### src/rtl/wb_regfile_pkg.sv
// rtl/wb_regfile_pkg.sv - shared pipeline control-word fields, writeback selects and load funct3 codes
package wb_regfile_pkg;

    // Bit positions inside the 32-bit WB control word
    localparam int CTL_REG_WE    = 0;
    localparam int CTL_WB_SEL_LO = 1;
    localparam int CTL_WB_SEL_HI = 2;
    localparam int CTL_VALID     = 3;

    // Writeback source select encodings
    localparam logic [1:0] WB_SEL_ALU  = 2'b00;
    localparam logic [1:0] WB_SEL_LOAD = 2'b01;
    localparam logic [1:0] WB_SEL_LINK = 2'b10;
    localparam logic [1:0] WB_SEL_ALU2 = 2'b11;

    // Load funct3 codes
    localparam logic [2:0] F3_LB  = 3'b000;
    localparam logic [2:0] F3_LH  = 3'b001;
    localparam logic [2:0] F3_LW  = 3'b010;
    localparam logic [2:0] F3_LBU = 3'b100;
    localparam logic [2:0] F3_LHU = 3'b101;

endpackage

### src/rtl/load_ext.sv
// rtl/load_ext.sv - byte/halfword lane select and sign/zero extension of a loaded word
module load_ext
    import wb_regfile_pkg::*;
(
    input  logic [31:0] word,
    input  logic [1:0]  addr,
    input  logic [2:0]  funct3,
    output logic [31:0] value
);

    logic [7:0]  byte_sel;
    logic [15:0] half_sel;

    // Pick the addressed byte lane and halfword lane; lw and unknown codes pass the word through
    always_comb begin
        byte_sel = word[8*addr +: 8];
        half_sel = addr[1] ? word[31:16] : word[15:0];
        case (funct3)
            F3_LB:   value = {{24{byte_sel[7]}}, byte_sel};
            F3_LH:   value = {{16{half_sel[15]}}, half_sel};
            F3_LW:   value = word;
            F3_LBU:  value = {24'd0, byte_sel};
            F3_LHU:  value = {16'd0, half_sel};
            default: value = word;
        endcase
    end

endmodule

### src/rtl/wb_regfile.sv
// rtl/wb_regfile.sv - writeback stage: result select, x1..x31 register array, bypassed reads, retire counter
module wb_regfile
    import wb_regfile_pkg::*;
#(
    parameter int NREG  = 32,
    parameter int CNT_W = 32
) (
    input  logic             clk,
    input  logic             rstn,
    input  logic [31:0]      ctl_WB,
    input  logic [31:0]      ir_WB,
    input  logic [31:0]      ra_WB,
    input  logic [31:0]      rdata_WB,
    input  logic [31:0]      alu_y_WB,
    input  logic [4:0]       rs1_addr,
    input  logic [4:0]       rs2_addr,
    output logic [31:0]      rs1_data,
    output logic [31:0]      rs2_data,
    input  logic [4:0]       dbg_addr,
    output logic [31:0]      dbg_data,
    output logic             wb_we,
    output logic [4:0]       wb_rd,
    output logic [31:0]      wb_data,
    output logic [CNT_W-1:0] retire_cnt
);

    // x0 is hardwired, so storage starts at x1
    logic [31:0]      regs_q [1:NREG-1];
    logic [CNT_W-1:0] cnt_q;
    logic [CNT_W-1:0] cnt_d;

    logic        valid;
    logic        reg_we;
    logic [1:0]  wb_sel;
    logic [2:0]  funct3;
    logic [31:0] load_val;

    logic unused_bits;
    assign unused_bits = ^{ctl_WB[31:4], ir_WB[31:15], ir_WB[6:0]};

    assign valid  = ctl_WB[CTL_VALID];
    assign reg_we = ctl_WB[CTL_REG_WE];
    assign wb_sel = ctl_WB[CTL_WB_SEL_HI:CTL_WB_SEL_LO];
    assign wb_rd  = ir_WB[11:7];
    assign funct3 = ir_WB[14:12];

    load_ext u_load_ext (
        .word   (rdata_WB),
        .addr   (alu_y_WB[1:0]),
        .funct3 (funct3),
        .value  (load_val)
    );

    // Writeback source mux and the qualified write enable seen by forwarding
    always_comb begin
        case (wb_sel)
            WB_SEL_LOAD: wb_data = load_val;
            WB_SEL_LINK: wb_data = ra_WB;
            default:     wb_data = alu_y_WB;
        endcase
        wb_we = valid && reg_we && (wb_rd != 5'd0);
    end

    // Read port: x0 always zero, then write-first bypass, then the array
    function automatic logic [31:0] read_port(input logic [4:0] a);
        if (a == 5'd0)
            return 32'd0;
        if (wb_we && (a == wb_rd))
            return wb_data;
        if (int'(a) < NREG)
            return regs_q[a];
        return 32'd0;
    endfunction

    assign rs1_data = read_port(rs1_addr);
    assign rs2_data = read_port(rs2_addr);
    assign dbg_data = read_port(dbg_addr);

    // Register array: cleared by reset, one register written per qualified writeback
    always_ff @(posedge clk or negedge rstn) begin
        if (!rstn) begin
            for (int i = 1; i < NREG; i++)
                regs_q[i] <= 32'd0;
        end else if (wb_we && (int'(wb_rd) < NREG)) begin
            regs_q[wb_rd] <= wb_data;
        end
    end

    // Every valid instruction retires, whether or not it writes a register; wraps silently
    assign cnt_d = valid ? cnt_q + 1'b1 : cnt_q;

    // Retire counter state
    always_ff @(posedge clk or negedge rstn) begin
        if (!rstn)
            cnt_q <= '0;
        else
            cnt_q <= cnt_d;
    end

    assign retire_cnt = cnt_q;

endmodule

### config.mk
export PLATFORM = sky130hd
export DESIGN_NAME = wb_regfile
export DESIGN_NICKNAME = d
export VERILOG_FILES = /design/src/rtl/wb_regfile_pkg.sv /design/src/rtl/load_ext.sv /design/src/rtl/wb_regfile.sv
export SDC_FILE = /design/constraint.sdc
export NUM_CORES = 2
export LEC_CHECK = 0
export CAP_MARGIN = 0
export CORE_ASPECT_RATIO = 0.7
export CORE_MARGIN = 1.5
export CORE_UTILIZATION = 48
export CTS_CLUSTER_DIAMETER = 40
export CTS_CLUSTER_SIZE = 24
export DETAILED_ROUTE_END_ITERATION = 10
export PLACE_DENSITY = 0.66
export SKIP_LAST_GASP = 1
export SYNTH_ARGS = -nofsm -noshare
export SYNTH_HDL_FRONTEND = slang
export SYNTH_SLANG_ARGS = --single-unit
### constraint.sdc
create_clock -name clk -period 3.4 [get_ports clk]
set_input_delay 0.68 -clock clk [delete_from_list [all_inputs] [get_ports clk]]
set_output_delay 0.68 -clock clk [all_outputs]
set_load 0.01 [all_outputs]
==> flow_summary_export.csv <==
group,metric,value,unit
global_route,grt_pass1_vias,59541,
cts,clock_latency,0.79,ns
power,swShare,0.334,
final_timing,clock.fmax,282,MHz
worst_setup_path,slowest_stage,"o211ai_1",
yosys,ys.flop_type,"dfrtp_1",
worst_setup_path,crit_path_max_incr_delay,0.42,ns
hold_path,hold_start,"retire_cnt[31]$_DFFE_PN0P_",
power,pg_comb,12.7,mW
cts,cts_root_buf,"clkbuf_16",
yosys,synthAdderAreaFrac,0.000584,
placement,place_inst,8422,
detailed_routing,wl,296000,um
yosys,async_flop_share,1.00,
final_timing,finClkSkew,0.0235,ns
global_route,met2_usage,0.578,
worst_setup_path,crit_type,"input pin to output port",
final_timing,period_minus_slack,3.54,ns
final_timing,hold_viol,0,
placement,portBuffers,290,
yosys,yosysUniqueCellTypes,89,
worst_setup_path,crit_buf_inv,8,
final_timing,holdWs,0.467,ns
hold_path,hp-class,"flop to flop",
power,seq_power,16.6,mW
layout,logic_area,37000,sq um
global_route,grtUsageMet3,0.197,
run,warnings,82,
global_route,grt_max_degree,83,
layout,largest_class,"logic gates",
yosys,yosysWarnings,0,
power,peakVddDrop,604,uV
power,top_power_group,"sequential cells",
layout,area_growth,32.8,%
global_route,grt_pass1_wl,421000,um
detailed_routing,drc,0,
detailed_routing,ant_nets,0,
detailed_routing,top_layer,"met5",
cts,cts_tree,"built",
worst_setup_path,rrSetupSlack,1.47,ns
worst_setup_path,reg2regPathDepth,6,
layout,final_cells,8887,
layout,nFillCells,10224,
cts,cts_buffers,137,
layout,seq_cell_count,1024,
detailed_routing,vias_per_cell,6.95,
cts,clkSlewWorstSetupHoldPaths,0.05,ns
worst_setup_path,end_kind,"output port",
global_route,grt_overflow_total,0,
worst_setup_path,timing.rr.end,"retire_cnt[28]$_DFFE_PN0P_",
floorplan,chipArea,136000,sq um
global_route,gr-usage-all-layers,0.429,
yosys,yosysCellCount,6084,
layout,final-clk-cell-share,0.0569,
power,pg_clk,15.7,mW
layout,antenna_cells,6,
run,drv.max_cap_violation_count,0,
outcome,outcome,"complete, but fails checks",
layout,comb_cells,4312,
placement,hpwlAfterDp,199000,um
worst_setup_path,crit_path_end,"rs2_data[15]",
final_timing,rsz0062_at_grt,"yes",
outcome,failed_checks,"setup timing",
final_timing,setup_viol,30,
power,p_comb_frac,0.282,
placement,gp_congestion,1.01,
placement,dp_slack,-1.18,ns
power,p_clk_frac,0.349,
yosys,edf_count,0,
detailed_routing,vias,61742,
final_timing,maxSlewViolCount,0,
yosys,postSynthCellCount,6084,
yosys,topCombFamilyByArea,"multiplexers",
cts,clock_sinks,1024,
final_timing,fin_tns_setup,-1.16,ns
layout,nets,7182,
floorplan,tap_cells,1767,
global_route,gr-usage-met1,0.573,
worst_setup_path,worstPathRequired,2.72,ns
worst_setup_path,cp_max_fo,7,
layout,inv_count,63,
yosys,mux_area_frac,0.262,
worst_setup_path,cp_data_arrival_time,2.86,ns
power,p_per_area,526,nW/um^2
power,p_seq_frac,0.369,
global_route,antenna_found_initial,11,
placement,placed_area,76000,sq um
detailed_routing,drtIter0Drc,9856,
cts,clockBufferDepth,3,
worst_setup_path,startpoint,"rs2_addr[0]",
yosys,syn_nets,6264,
worst_setup_path,worstPathCellList,"buf_16 -> buf_16 -> buf_8 -> xor2_2 -> nor2_2 -> buf_4 -> nand4_1 -> buf_4 -> buf_6 -> nand2_2 -> buf_6 -> o211ai_1 -> buf_2",
layout,n_all_buffers,1464,
yosys,syn_area_per_cell,10.6,sq um
detailed_routing,firstDrtPassIters,9,
hold_path,hold_path_depth,1,
floorplan,io-pin-count,343,
floorplan,core,133000,sq um
hold_path,hold_path_end,"retire_cnt[31]$_DFFE_PN0P_",
final_timing,setup_ws,-0.144,ns
power,net-switching-power,15.0,mW
layout,bufAreaShareNonClock,0.181,
final_timing,tightest_slew,0.909,ns
detailed_routing,dr_wl_met2,119000,um
detailed_routing,wl_met3,49100,um
layout,nClkBuffers,160,
yosys,synthAoiAreaFrac,0.169,
yosys,ys_area,64300,sq um
yosys,simple_gate_share,0.101,
-- synth_stat cells (50+ instances only) --
cell	number	area, sq um
dfrtp_1	1024	25600
nor2_1	813	3050
a21oi_1	731	3660
mux4_2	519	11700
nand2_1	426	1600
o21ai_0	378	1890
clkbuf_1	325	1220
mux2i_1	278	2780
buf_2	213	1070
mux2_2	177	1990
a221oi_1	167	1460
a22oi_1	92	691
o22ai_1	64	400
inv_1	60	225
buf_4	52	390
buf_6	50	563
-- what timing repair did --
item                                   4_1_cts  5_1_grt
cloned                                      18        3
pin swaps                                   88       85
gates resized                              824      257
endpoints found under the hold margin       38        0
buffers inserted                           137       65
hold buffers                                 1        0
setup endpoints to repair                  128      107
-- registers in the layout, summed over array words and instances, names as in the netlist --
signal	cells
regs_q	992
retire_cnt	32
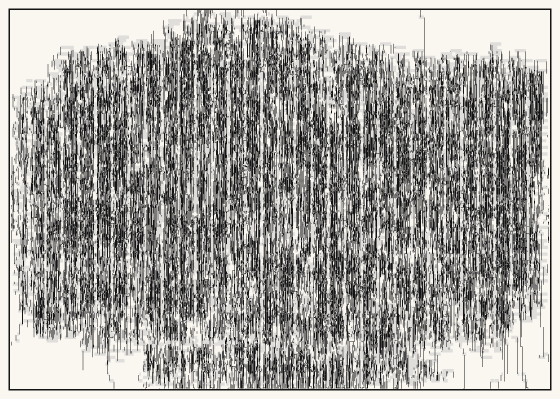
**Above:** signal wires on met2.
share of all routed wire	40%
nets with wire on the layer	6044
main direction	vertical
longest straight run	85.2 um
wire length on this layer	119 mm

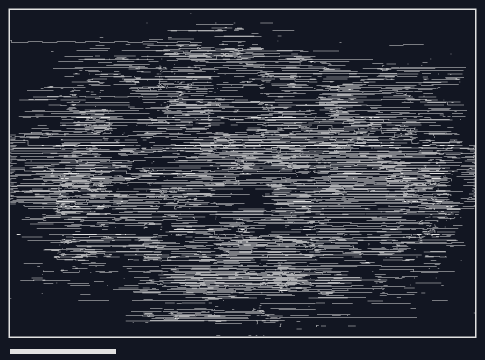
**Above:** the metal 3 layer.
Scale bar: 100 um.
main direction	horizontal
nets with wire on the layer	1432
share of all routed wire	17%
longest straight run	163 um

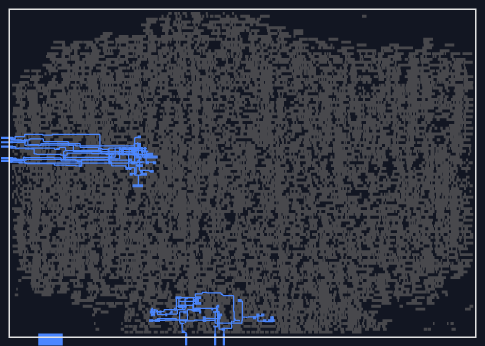
**Above:** wires at chosen ports, followed through buffers.
color	port	bits	direction	end cells	buffers	wire
blue	`ir_WB`	32	input	71	36	2350 um

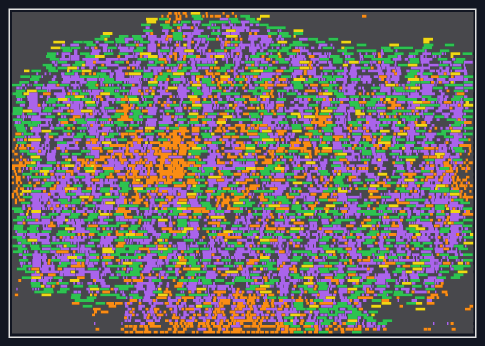
**Above:** cell classes on the final placement.
Fill, decap, tap and diode cells in gray.
color	class	cells	share of their area
green	flip-flops	1024	31%
yellow	clock drivers and dummy loads	251	5.8%
orange	other buffers and delay cells	1464	19%
purple	all other logic	4375	45%

No activity file was given, so power comes from the tool's default toggle rates.
